[config.mk]
export PLATFORM = sky130hd
export DESIGN_NAME = mem_arbiter
export DESIGN_NICKNAME = d
export VERILOG_FILES = /design/src/rtl/mem_arbiter.sv
export SDC_FILE = /design/constraint.sdc
export NUM_CORES = 1
export LEC_CHECK = 0
export CAP_MARGIN = 10
export CORE_AREA = 2 2 636 638
export DETAILED_ROUTE_END_ITERATION = 6
export DIE_AREA = 0 0 638 640
export PLACE_DENSITY_LB_ADDON = 0.15
export SLEW_MARGIN = 10
export SYNTH_ARGS = -nofsm -noshare
export SYNTH_HDL_FRONTEND = slang
export SYNTH_SLANG_ARGS = --single-unit
[constraint.sdc]
create_clock -name clk_i -period 2.4 [get_ports clk_i]
set_input_delay 0.48 -clock clk_i [delete_from_list [all_inputs] [get_ports clk_i]]
set_output_delay 0.48 -clock clk_i [all_outputs]
set_load 0.05 [all_outputs]
[src/rtl/mem_arbiter.sv]
// Two-master memory arbiter (dcache = master 0, icache = master 1).
// A grant stays locked for as long as the granted master holds its enable,
// so a writeback followed by a refill reaches memory as one atomic sequence.
// Contested requests from IDLE alternate by remembering the last winner.
module mem_arbiter #(
  parameter int ADDR_W = 32,
  parameter int DATA_W = 256
) (
  input  logic              clk_i,
  input  logic              rst_i,
  input  logic              m0_enable_i,
  input  logic              m0_write_i,
  input  logic [ADDR_W-1:0] m0_addr_i,
  input  logic [DATA_W-1:0] m0_data_i,
  output logic [DATA_W-1:0] m0_data_o,
  output logic              m0_ack_o,
  input  logic              m1_enable_i,
  input  logic              m1_write_i,
  input  logic [ADDR_W-1:0] m1_addr_i,
  input  logic [DATA_W-1:0] m1_data_i,
  output logic [DATA_W-1:0] m1_data_o,
  output logic              m1_ack_o,
  output logic              mem_enable_o,
  output logic              mem_write_o,
  output logic [ADDR_W-1:0] mem_addr_o,
  output logic [DATA_W-1:0] mem_data_o,
  input  logic [DATA_W-1:0] mem_data_i,
  input  logic              mem_ack_i,
  output logic [1:0]        grant_o
);

  typedef enum logic [1:0] {
    IDLE = 2'd0,
    GNT0 = 2'd1,
    GNT1 = 2'd2
  } state_e;

  state_e state_q, state_d;
  logic   last_q, last_d;   // index of the master granted most recently

  // State and last-winner registers; reset drops any grant immediately.
  always_ff @(posedge clk_i or negedge rst_i) begin
    if (!rst_i) begin
      state_q <= IDLE;
      last_q  <= 1'b1;        // master 0 wins the first contest
    end else begin
      state_q <= state_d;
      last_q  <= last_d;
    end
  end

  // Next-state: hold while the owner keeps enable, hand over on release.
  always_comb begin
    state_d = state_q;
    unique case (state_q)
      IDLE: begin
        if (m0_enable_i && m1_enable_i) state_d = last_q ? GNT0 : GNT1;
        else if (m0_enable_i)           state_d = GNT0;
        else if (m1_enable_i)           state_d = GNT1;
        else                            state_d = IDLE;
      end
      GNT0: begin
        if (!m0_enable_i) state_d = m1_enable_i ? GNT1 : IDLE;
      end
      GNT1: begin
        if (!m1_enable_i) state_d = m0_enable_i ? GNT0 : IDLE;
      end
      default: state_d = IDLE;
    endcase
  end

  // Remember the winner on every edge that lands in a grant state.
  always_comb begin
    last_d = last_q;
    if (state_d == GNT0) last_d = 1'b0;
    if (state_d == GNT1) last_d = 1'b1;
  end

  // Outputs: route the owner's request to memory and its ack back.
  always_comb begin
    mem_enable_o = 1'b0;
    mem_write_o  = 1'b0;
    mem_addr_o   = '0;
    mem_data_o   = '0;
    m0_ack_o     = 1'b0;
    m1_ack_o     = 1'b0;
    grant_o      = 2'b00;
    unique case (state_q)
      GNT0: begin
        mem_enable_o = m0_enable_i;
        mem_write_o  = m0_write_i;
        mem_addr_o   = m0_addr_i;
        mem_data_o   = m0_data_i;
        m0_ack_o     = mem_ack_i;
        grant_o      = 2'b01;
      end
      GNT1: begin
        mem_enable_o = m1_enable_i;
        mem_write_o  = m1_write_i;
        mem_addr_o   = m1_addr_i;
        mem_data_o   = m1_data_i;
        m1_ack_o     = mem_ack_i;
        grant_o      = 2'b10;
      end
      default: ;
    endcase
  end

  // Read data is shared; each master qualifies it with its own ack.
  assign m0_data_o = mem_data_i;
  assign m1_data_o = mem_data_i;

endmodule

Figure 1. Floorplan with the power grid.
The bar under the picture is 200 um long. Pins as bars on the die edge. Tap cells in gray.
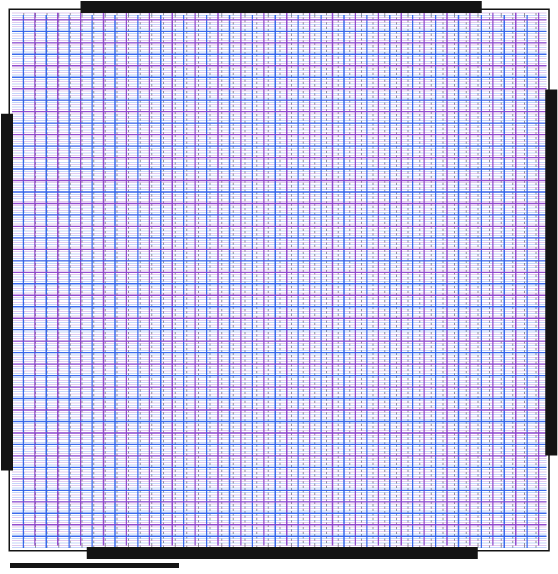
[purple] VDD
[blue] VSS
met5 straps: 46
met1 rails: 234
rows: 233

Figure 2. Cells colored by class.
The bar under the picture is 200 um long.
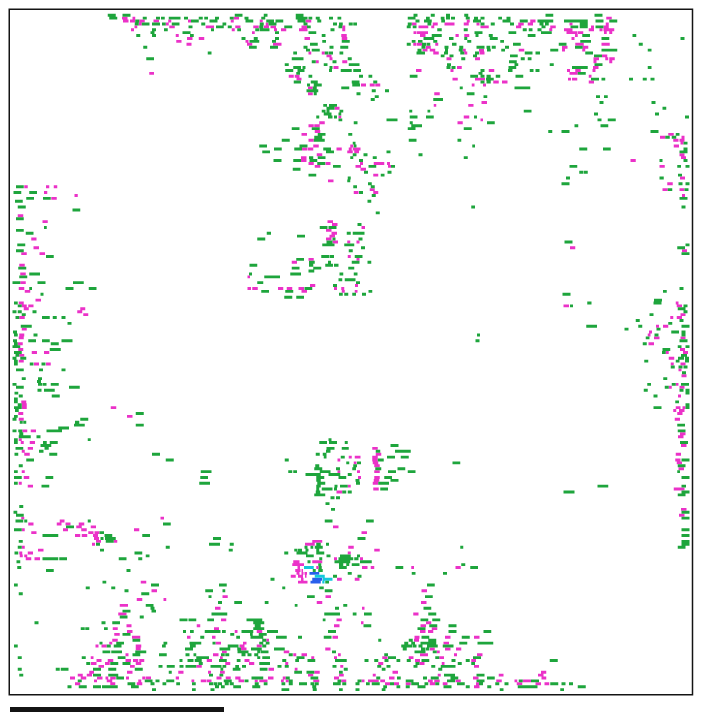
[blue] flops | cells: 3
[cyan] clock drivers and dummy loads | cells: 4
[green] other buffers and delay cells | cells: 1138
[magenta] combinational and other logic | cells: 602

Figure 3. Clock distribution.
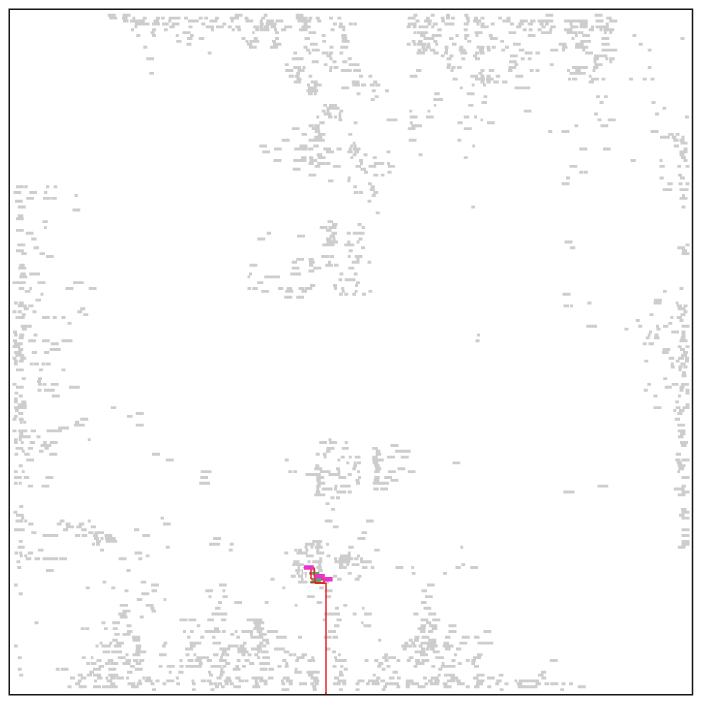
[green] flip-flops | count: 3
[magenta] clock drivers | count: 3
[red] clock wires | length: 182 um
routed clock nets: 4

Figure 4. Routed metal, one color a layer.
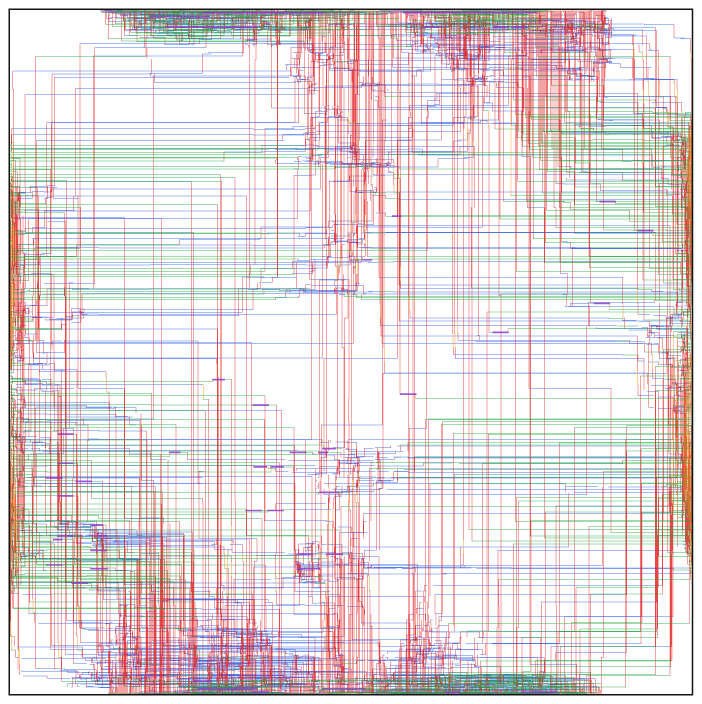
[orange] metal 4 | wire length: 3870 um
[purple] metal 5 | wire length: 1010 um
[blue] metal 1 | wire length: 80.5 mm
[red] metal 2 | wire length: 116 mm
[green] metal 3 | wire length: 54.2 mm

Figure 5. Track usage over the die.
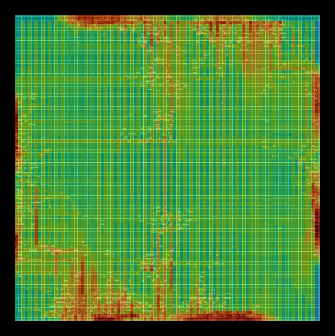
met3 Use GR: 11.9%
drt wl/cell: 36.2 um
final core occ: 7.40%
Top Usage Layer GRT: met2
met2 Use GR: 19.1%

==> critical path, stage by stage (launching register included) <==
cell and delay (ns):
dfrtp_1 0.40, buf_6 0.14, ha_4 0.21, buf_12 0.14, buf_16 0.15, a22oi_2 0.66
nor2b_2 0.14, buf_12 0.19
==> kinds of logic (layout without fill, tap and decap cells) <==
logic type / after synthesis / count (layout) / share of synthesized area [%]
other: 0 / 23 / 0
multiplexers: 1 / 1 / 0.127
flip-flops: 3 / 3 / 0.859
AND/OR/NAND/NOR: 296 / 296 / 20.8
AND-OR/OR-AND: 296 / 296 / 25.0
buffers and inverters: 610 / 1144 / 52.2
adder cells (fa/ha/maj): 7 / 7 / 0.985
==> cell usage after synthesis <==
library cell and count:
a21boi_0 1, nor2b_1 290, buf_2 6, buf_6 5, nand2_1 1, dfstp_2 1
a21o_1 1, ha_1 7, buf_4 543, clkbuf_8 27, nand2b_1 2, o21ai_2 1
mux2_2 1, and2_1 3, inv_1 2, a22o_1 1, o21ai_1 1, dfrtp_1 2
o2bb2ai_1 1, a21oi_1 1, clkbuf_1 27, a22oi_1 289
==> per-layer routing <==
| metal | track usage, % | up-vias | part of all wire (%) |
|---|---|---|---|
| met5 | 0.910 | - | 0.39 |
| met4 | 1.20 | 94 | 1.5 |
| met3 | 11.9 | 370 | 21 |
| met2 | 19.1 | 1511 | 45 |
| met1 | 11.0 | 5723 | 32 |
| li1 | - | 4758 | - |
==> area by class of cell <==
class,instances,share of cell area [%]
Timing Repair Buffer,1138,53.6
Inverter,2,0.0337
Antenna cell,23,0.194
Multi-Input combinational cell,600,23.3
Sequential cell,3,0.257
Tap cell,5287,22.3
Clock buffer,4,0.265
==> report_power, final <==
part / switching, mW / internal (mW)
Sequential: 0.0175 / 0.0754
Clock: 0.0450 / 0.219
Combinational: 19.2 / 17.6
Total: 19.3 / 17.9
==> registers in the layout (all words and copies together) (netlist names) <==
| signal | count |
|---|---|
| last_q | 1 |
| state_q | 2 |
==> metrics by stage <==
step / hold WS (ns) / instances / TNS, ns / area [sq um]
after floorplan: 0.184 / 1213 / 0 / 9090
after global placement: 0.634 / 6917 / -24.49 / 24400
after detailed placement: 0.634 / 6917 / -15.69 / 24400
after CTS: 0.531 / 7022 / -81.68 / 29000
after global routing: 0.533 / 7038 / -92.32 / 29600
final: 0.510 / 7057 / -62.12 / 29700
==> repair_timing <==
action                     4_1_cts  5_1_grt
setup endpoints to repair      289      293
pin swaps                       34       16
buffers inserted                73       20
cloned                          45        5
resized                        654      107
==> worst paths after layout <==
| path | from | to | slack, ns | cells past startpoint |
|---|---|---|---|---|
| min reg2reg | last_q$_DFFE_PN1P_ | last_q$_DFFE_PN1P_ | 0.64 | 1 |
| min | rst_i | state_q[0]$_DFF_PN0_ | 0.51 | 1 |
| max reg2reg | state_q[1]$_DFF_PN0_ | last_q$_DFFE_PN1P_ | 0.08 | 11 |
| max | state_q[0]$_DFF_PN0_ | mem_data_o[137] | -0.38 | 7 |
| min in group clk_i | last_q$_DFFE_PN1P_ | last_q$_DFFE_PN1P_ | 0.64 | 1 |
| max in group asynchronous | rst_i | last_q$_DFFE_PN1P_ | 1.62 | 1 |
==> changes_impl.md <==
### Changed

* Status: finished, violations left
* Failing checks: negative setup slack
* Leakage Power at 8.78 nW
* Slew Limit Fails at 0
* Unique cell types at 22
* Final Power at ~37 mW
* DRT Pass-1 Iters at 5
* Initial antenna violation count at about 160
* Die area at just over 400000 sq um
* Initial detailed-routing violation count at around 620
* VDD IR max at ~0.00052 V
* YS chip area at around 8900 sq um
* Avg Inst Size Synth at roughly 7.3 sq um
* Post-synth area hogs: buf_4 46%, a22oi_1 24%, nor2b_1 20%, clkbuf_8 4.2%, clkbuf_1 1.1%
* Final min period at 2.78 ns
* Critical path type: reg2out
* Gr ovfl total at 0
* Num CTS Buffers at 3
* Syn Inst Count at 1213
* Yosys cell count at about 1200
* Buffers on Ports at around 900
* CTS Buffer Depth at 2
* Post-route antenna net violation count at 0
* Top cell excl fill/tap: clkdlybuf4s50_1
* Drc violations at 0
* Core footprint at 401000 sq um
* Critical Path RT at 1.92 ns
* Gp weighted congestion at between 0.8 and 0.9
* Filler cells at about 47000
* Critical path fanouts, max at 9
* Synth warn at 0
* Relative slew slack at 50.1%
* Comb area at approximately 6900 sq um
* HP Class: in2async
* Fp util at under 10%
* Layout cell share with drive strength beyond 1 at between 50% and 60%
* Fin nets at around 2600
* Setup violators final at slightly below 300
* Final WL at around 260000 um
* RSZ-0062 raised after global routing: true
* Insertion Delay late pin at approximately 0.22 ns
* Most frequent cells in the layout: 582 x clkdlybuf4s50_1, 355 x buf_12, 270 x nor2b_4
* Sink Count at 3
* Setup crit end kind: output pin
* Num ports at 1645
* Routed vias at roughly 12000
* Vias in the first global route at approximately 13000
* Final HPWL DP at 226000 um
* Leading area contributor after synthesis: buf_4
* Post-synth regs at 3
* Cts hold-fix bufs at 0
* Clk root buf: clkbuf_16
* H-tree depth at 1
* Register share after synthesis at less than 1%
* CP arrival at between 2 and 2.5 ns
* Max_cap viols at 0
* Area grow syn2layout at 234%
* Cycle use final at 116%
* Vias per cell at 1.77
* Worst Skew at 0.00255 ns
* Mapped Nets at approximately 2000
* Post-Place Setup Slack at -0.823 ns
* Num rows at between 200 and 250
* Actual slew at the worst max-slew pin at around 0.75 ns
* DIE WIDTH at approximately 640 um
* Setup ws final at -0.381 ns
* Final hold violations at 0
* Max-area cell share at between 40 and 50%
* Reg clk slew, reported paths at approximately 0.03 ns
* Die Height at 640 um
* Largest net degree at the start of global routing at 29
* First-pass GRT wire length at approximately 280000 um
* Flop area at 76.3 sq um
* Synthesized area at between 8000 and 9000 sq um
* GRT Total Usage at 11.9%
* CP startpoint kind: flop
* CTS tree: built
* Max Freq at between 300 and 400 MHz
* Total tool warning count at 33
* Pwr dens at about 1300 nW/um^2
Power and IR drop assume default switching activity.
